**config.mk**
```make
export PLATFORM = sky130hd
export DESIGN_NAME = pipe_skid_reg
export DESIGN_NICKNAME = d
export VERILOG_FILES = /design/src/rtl/pipe_skid_reg.sv
export SDC_FILE = /design/constraint.sdc
export NUM_CORES = 1
export LEC_CHECK = 0
export CAP_MARGIN = 10
export CORE_MARGIN = 5
export CORE_UTILIZATION = 44
export CTS_BUF_LIST = sky130_fd_sc_hd__clkbuf_4 sky130_fd_sc_hd__clkbuf_8 sky130_fd_sc_hd__clkbuf_16
export DETAILED_ROUTE_END_ITERATION = 7
export PLACE_DENSITY = 0.75
export SYNTH_ARGS = -nofsm -noshare
export SYNTH_HDL_FRONTEND = slang
export SYNTH_SLANG_ARGS = --single-unit
```
**constraint.sdc**
```tcl
create_clock -name clk -period 1.6 [get_ports clk]
set_input_delay 0.16 -clock clk [delete_from_list [all_inputs] [get_ports clk]]
set_output_delay 0.16 -clock clk [all_outputs]
set_load 0.02 [all_outputs]
```
**src/rtl/pipe_skid_reg.sv**
```systemverilog
// pipe_skid_reg: inter-stage pipeline register built as a 2-entry skid buffer.
// in_ready comes from registered state only, so there is no combinational
// path from out_ready to in_ready.
//
// Ports:
//   clk, reset_n       rising-edge clock, synchronous active-low reset
//   in_valid/in_ready  upstream handshake; in_data is the upstream bundle
//   out_valid/out_ready downstream handshake; out_data is the main entry
//   flush              discard all held entries
//   occupancy          number of valid entries, 0..2
//   stall_count        saturating count of out_valid=1 & out_ready=0 cycles
module pipe_skid_reg #(
   parameter int unsigned WIDTH          = 16,
   parameter int unsigned CNT_WIDTH      = 8,
   parameter bit          CLEAR_ON_FLUSH = 1'b0
) (
   input  logic                 clk,
   input  logic                 reset_n,
   input  logic                 in_valid,
   output logic                 in_ready,
   input  logic [WIDTH-1:0]     in_data,
   output logic                 out_valid,
   input  logic                 out_ready,
   output logic [WIDTH-1:0]     out_data,
   input  logic                 flush,
   output logic [1:0]           occupancy,
   output logic [CNT_WIDTH-1:0] stall_count
);

   localparam logic [CNT_WIDTH-1:0] STALL_MAX = '1;

   typedef enum logic [1:0] {
      EMPTY = 2'd0,
      ONE   = 2'd1,
      FULL  = 2'd2
   } state_t;

   state_t           state;
   logic [WIDTH-1:0] skid_data;
   logic             push;
   logic             pop;

   // Handshakes use only registered outputs.
   assign push = in_valid & in_ready;
   assign pop  = out_valid & out_ready;

   // State, registered status outputs, data entries and stall counter.
   always_ff @(posedge clk) begin
      if (!reset_n) begin
         state       <= EMPTY;
         out_valid   <= 1'b0;
         in_ready    <= 1'b1;
         occupancy   <= 2'd0;
         stall_count <= '0;
         out_data    <= '0;
         skid_data   <= '0;
      end else begin
         // Counts every blocked cycle regardless of flush; only reset clears it.
         if (out_valid && !out_ready && (stall_count != STALL_MAX)) begin
            stall_count <= stall_count + CNT_WIDTH'(1);
         end

         if (flush) begin
            // A concurrent pop completes implicitly: the entry is simply dropped.
            state     <= EMPTY;
            out_valid <= 1'b0;
            in_ready  <= 1'b1;
            occupancy <= 2'd0;
            if (CLEAR_ON_FLUSH) begin
               out_data  <= '0;
               skid_data <= '0;
            end
         end else begin
            case (state)
               EMPTY: begin
                  if (push) begin
                     state     <= ONE;
                     out_valid <= 1'b1;
                     in_ready  <= 1'b1;
                     occupancy <= 2'd1;
                     out_data  <= in_data;
                  end
               end
               ONE: begin
                  if (push && pop) begin
                     out_data <= in_data;
                  end else if (push) begin
                     // Downstream stalled: park the new word in the skid entry.
                     state     <= FULL;
                     in_ready  <= 1'b0;
                     occupancy <= 2'd2;
                     skid_data <= in_data;
                  end else if (pop) begin
                     state     <= EMPTY;
                     out_valid <= 1'b0;
                     occupancy <= 2'd0;
                  end
               end
               FULL: begin
                  if (pop) begin
                     state     <= ONE;
                     in_ready  <= 1'b1;
                     occupancy <= 2'd1;
                     out_data  <= skid_data;
                  end
               end
               default: begin
                  state     <= EMPTY;
                  out_valid <= 1'b0;
                  in_ready  <= 1'b1;
                  occupancy <= 2'd0;
               end
            endcase
         end
      end
   end

endmodule
```
==> images/metal_density.png <==
The die is cut into 15 by 15 equal tiles; black is low, pale yellow is high, scaled to the fullest tile. Values are wire area over tile area, all layers added.
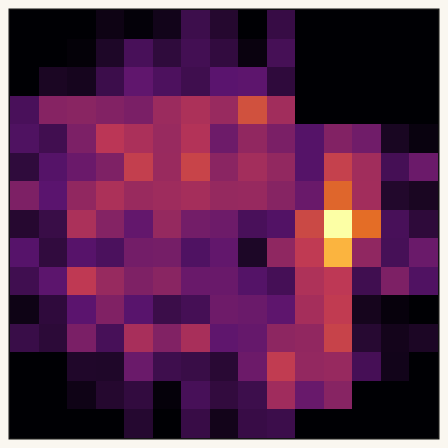
The mean over all tiles is 0.11. 6.7% of the tiles are over half the peak. The fullest tile reaches 0.50. The emptiest ninth of the die: upper right. 22% of the tiles are nearly empty.

==> images/flops_by_reg.png <==
Other sequential cells in the stronger gray, the rest of the logic in the fainter gray.
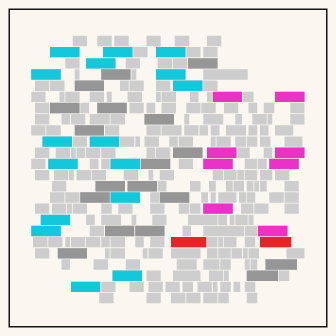
Key: red = state [flops 2]; magenta = stall_count [flops 8, where middle right]; cyan = out_data [flops 16]
Another 18 sequential cells are not colored.

==> metrics.yaml <==
synth:
  synth_stat.cells: 191
  netlist.top_cell.by_instances: "sky130_fd_sc_hd__dfxtp_1"
  async_flop_share_pct: 0
  synthesis.yosys.warnings: 0
  synthDominantAreaCellType: "sky130_fd_sc_hd__dfxtp_1"
  synth_flop_count: 44
  syn_area_mm2: 0.00197
  synthesis.area_per_instance_um2: 10.3
  top_cell_area_share_pct: 44.7
  synth_top_flop_cell: "sky130_fd_sc_hd__dfxtp_1"
  post_synth_most_frequent_cells: "44 x sky130_fd_sc_hd__dfxtp_1, 33 x sky130_fd_sc_hd__mux2i_1, 24 x sky130_fd_sc_hd__nand2_1"
  netlist_instances: 191
  fp_nets: 213
  synth-edff-count: 0
  synth.yosys.seq_area_share_pct: 44.7
clocking:
  cts_buffer_depth: 2
  worst_skew_pair.late_latency_ns: 0.29
  tritoncts: "yes"
  clk_pin_slew_ns: 0.08
  tritoncts.num_buffers: 5
  clk_root_buffer_cell: "sky130_fd_sc_hd__clkbuf_8"
  number_of_buffers_inserted_for_hold_repair_after_clock_tree_synthesis: 0
  clock_sinks: 44
global_routing:
  grt_pass1_wl_mm: 7.18
  grt.total_usage_pct: 14.5
  grt_antenna_before_repair: 0
  grt_max_degree: 33
  global_route.overflow_total: 0
  first_global_vias: 1569
detailed_routing:
  drt_first_pass_iters: 4
  iter_0_drt_violations: 66
  antenna_left: 0
  route.detailed.drc: 0
  via_per_inst: 5.25
  totalWireLength_mm: 4.13
  routed_wire_length_per_instance_um: 13.5
  detailroute.via_count: 1602
sta:
  finalCritPeriodShare_pct: 95.3
  clock_skew_ns: 0.00488
  final_hold_viol_count: 0
  setup_viol: 0
  layout_min_cycle_time_ns: 1.53
  timing.final.max_slew_violations: 0
  slew_headroom_pct: 81.7
  tightestPinTransition_ns: 0.275
setup_path:
  r2r_cells: 5
  critical_path.slowest_cell: "sky130_fd_sc_hd__clkdlybuf4s50_1"
  worst_setup_path_end_kind: "output pin"
  worstReg2RegEnd: "skid_data[5]$_SDFFE_PN0P_"
  timing.critical_path.arrival_ns: 1.37
  setup.worst_path.start_class: "flop"
  crit_path_cell_trace: "buf_4, clkdlybuf4s50_1"
  timing.setup.critical_path_class: "reg2out"
  worst_ep_required_time_ns: 1.44
  timing.critical_path.slowest_cell_delay_ns: 0.60
  cpLargestDelayFamily: "buffers and inverters"
floorplanning:
  placement_rows: 24
  design.portCount: 49
  core_util_floorplan_pct: 45.2
  die_width_um: 76.9
power:
  fin_total_pwr_mw: 2.35
  vdd_ir_drop_max_mv: 0.584
  power.density_mw_per_mm2: 854
min_path:
  hold_path_end: "out_data[4]$_SDFFE_PN0P_"
  min_path_type: "reg2reg"
  min_delay_path_depth: 1
  hp-start: "out_data[4]$_SDFFE_PN0P_"
run:
  log.warning_count: 28
  max-cap-violations: 0
placed_design:
  place.port_buffers: 48
  place.gp.congestion: 0.787
  placed_cell_areas_mm2: 0.00262
cells_and_area:
  final_nets: 274
  layout-drive-gt1-share_pct: 13.4
  post_route_standard_cell_area_excluding_fillers_mm2: 0.00276
  area_delta_synth_final_pct: 40.1
  antenna-diode-count: 0
status:
  run_status: "completed"
==> images/placement.png <==
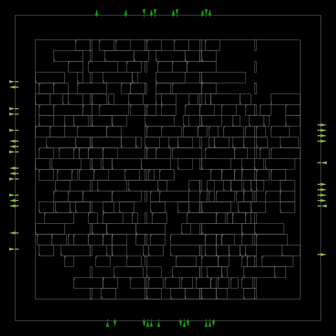
fin util: 63.4%
placeable core area: 0.00435 mm^2
Well Taps: 52
sequential cell count of the final layout: 44

-- power by group --
part | switching, mW | total (mW) | internal, mW
combinational | 0.158 | 0.355 | 0.197
sequential | 0.0235 | 1.16 | 1.14
clock | 0.360 | 0.840 | 0.480
-- per-stage QoR --
| stage | setup TNS [ns] | setup slack, ns | hold slack [ns] | instances |
|---|---|---|---|---|
| detailed placement | -7.03 | -0.226 | 0.485 | 296 |
| floorplan | -0.492 | -0.0492 | 0.267 | 191 |
| global placement | -6.26 | -0.209 | 0.483 | 296 |
| finish | 0 | 0.0750 | 0.498 | 305 |
| CTS | 0 | 0.0133 | 0.504 | 304 |
| global route | -0.000869 | -0.000869 | 0.523 | 305 |
-- area by class of cell --
class,count,area [um^2]
repair buffers,65,641
clock inverters,2,35.0
well taps,52,65.1
multi-input cells,135,1050
flip-flops and latches,44,888
inverters,1,3.75
clock buffers,6,76.3
fillers,354,1600
-- routing by layer --
metal	global-route usage, %	vias up	routed length (um)
li1	-	811	-
met1	19.0	745	1970
met2	23.0	42	1880
met3	4.45	4	242
met4	4.02	0	32
met5	0	-	0
-- sequential cells by signal, indices dropped and copies added (netlist names) --
name         cells
state            2
out_data        16
skid_data       16
stall_count      8
in_ready         1
out_valid        1
-- worst register-to-register path, delay by kind of cell, from the launching register on --
| family | cells | cell delay (ns) |
|---|---|---|
| DFF | 1 | 0.36 |
| buffers and inverters | 1 | 0.18 |
| muxes | 1 | 0.16 |
| AOI/OAI and AO/OA | 1 | 0.16 |
| and+or+nand+nor | 2 | 0.55 |
-- placed cells by master (no fill, tap or decap), types with 3 or more instances in the layout --
cell type / instances
sky130_fd_sc_hd__clkbuf_8: 5
sky130_fd_sc_hd__nand3_1: 3
sky130_fd_sc_hd__dlymetal6s2s_1: 3
sky130_fd_sc_hd__nand2b_1: 3
sky130_fd_sc_hd__a21oi_1: 4
sky130_fd_sc_hd__nor2b_1: 16
sky130_fd_sc_hd__o211a_1: 17
sky130_fd_sc_hd__mux2i_1: 33
sky130_fd_sc_hd__and3_1: 3
sky130_fd_sc_hd__dfxtp_1: 40
sky130_fd_sc_hd__nand2_1: 24
sky130_fd_sc_hd__buf_4: 15
sky130_fd_sc_hd__clkdlybuf4s50_1: 45
sky130_fd_sc_hd__dfxtp_2: 3
-- cell families after synthesis --
| family | Yosys count | share of synthesized area (%) |
|---|---|---|
| compound gates | 35 | 15.9 |
| xor+xnor | 2 | 0.890 |
| fa+ha+maj | 1 | 0.635 |
| buf+inv | 12 | 2.99 |
| flops | 44 | 44.7 |
| mux | 33 | 16.8 |
| simple gates | 64 | 18.0 |
-- worst max-delay path by stage --
stage | endpoint | cells after the start
floorplan | skid_data[10]$_SDFFE_PN0P_ | 6
global placement | skid_data[4]$_SDFFE_PN0P_ | 6
detailed placement | skid_data[0]$_SDFFE_PN0P_ | 6
CTS | out_valid | 2
global route | skid_data[13]$_SDFFE_PN0P_ | 5
finish | stall_count[0] | 2
-- timing repair --
| item | CTS | global route |
|---|---|---|
| setup buffers | 0 | 1 |
| setup endpoints to repair | 0 | 25 |
| resized | 0 | 7 |
Power is estimated from default activity; no workload was simulated.
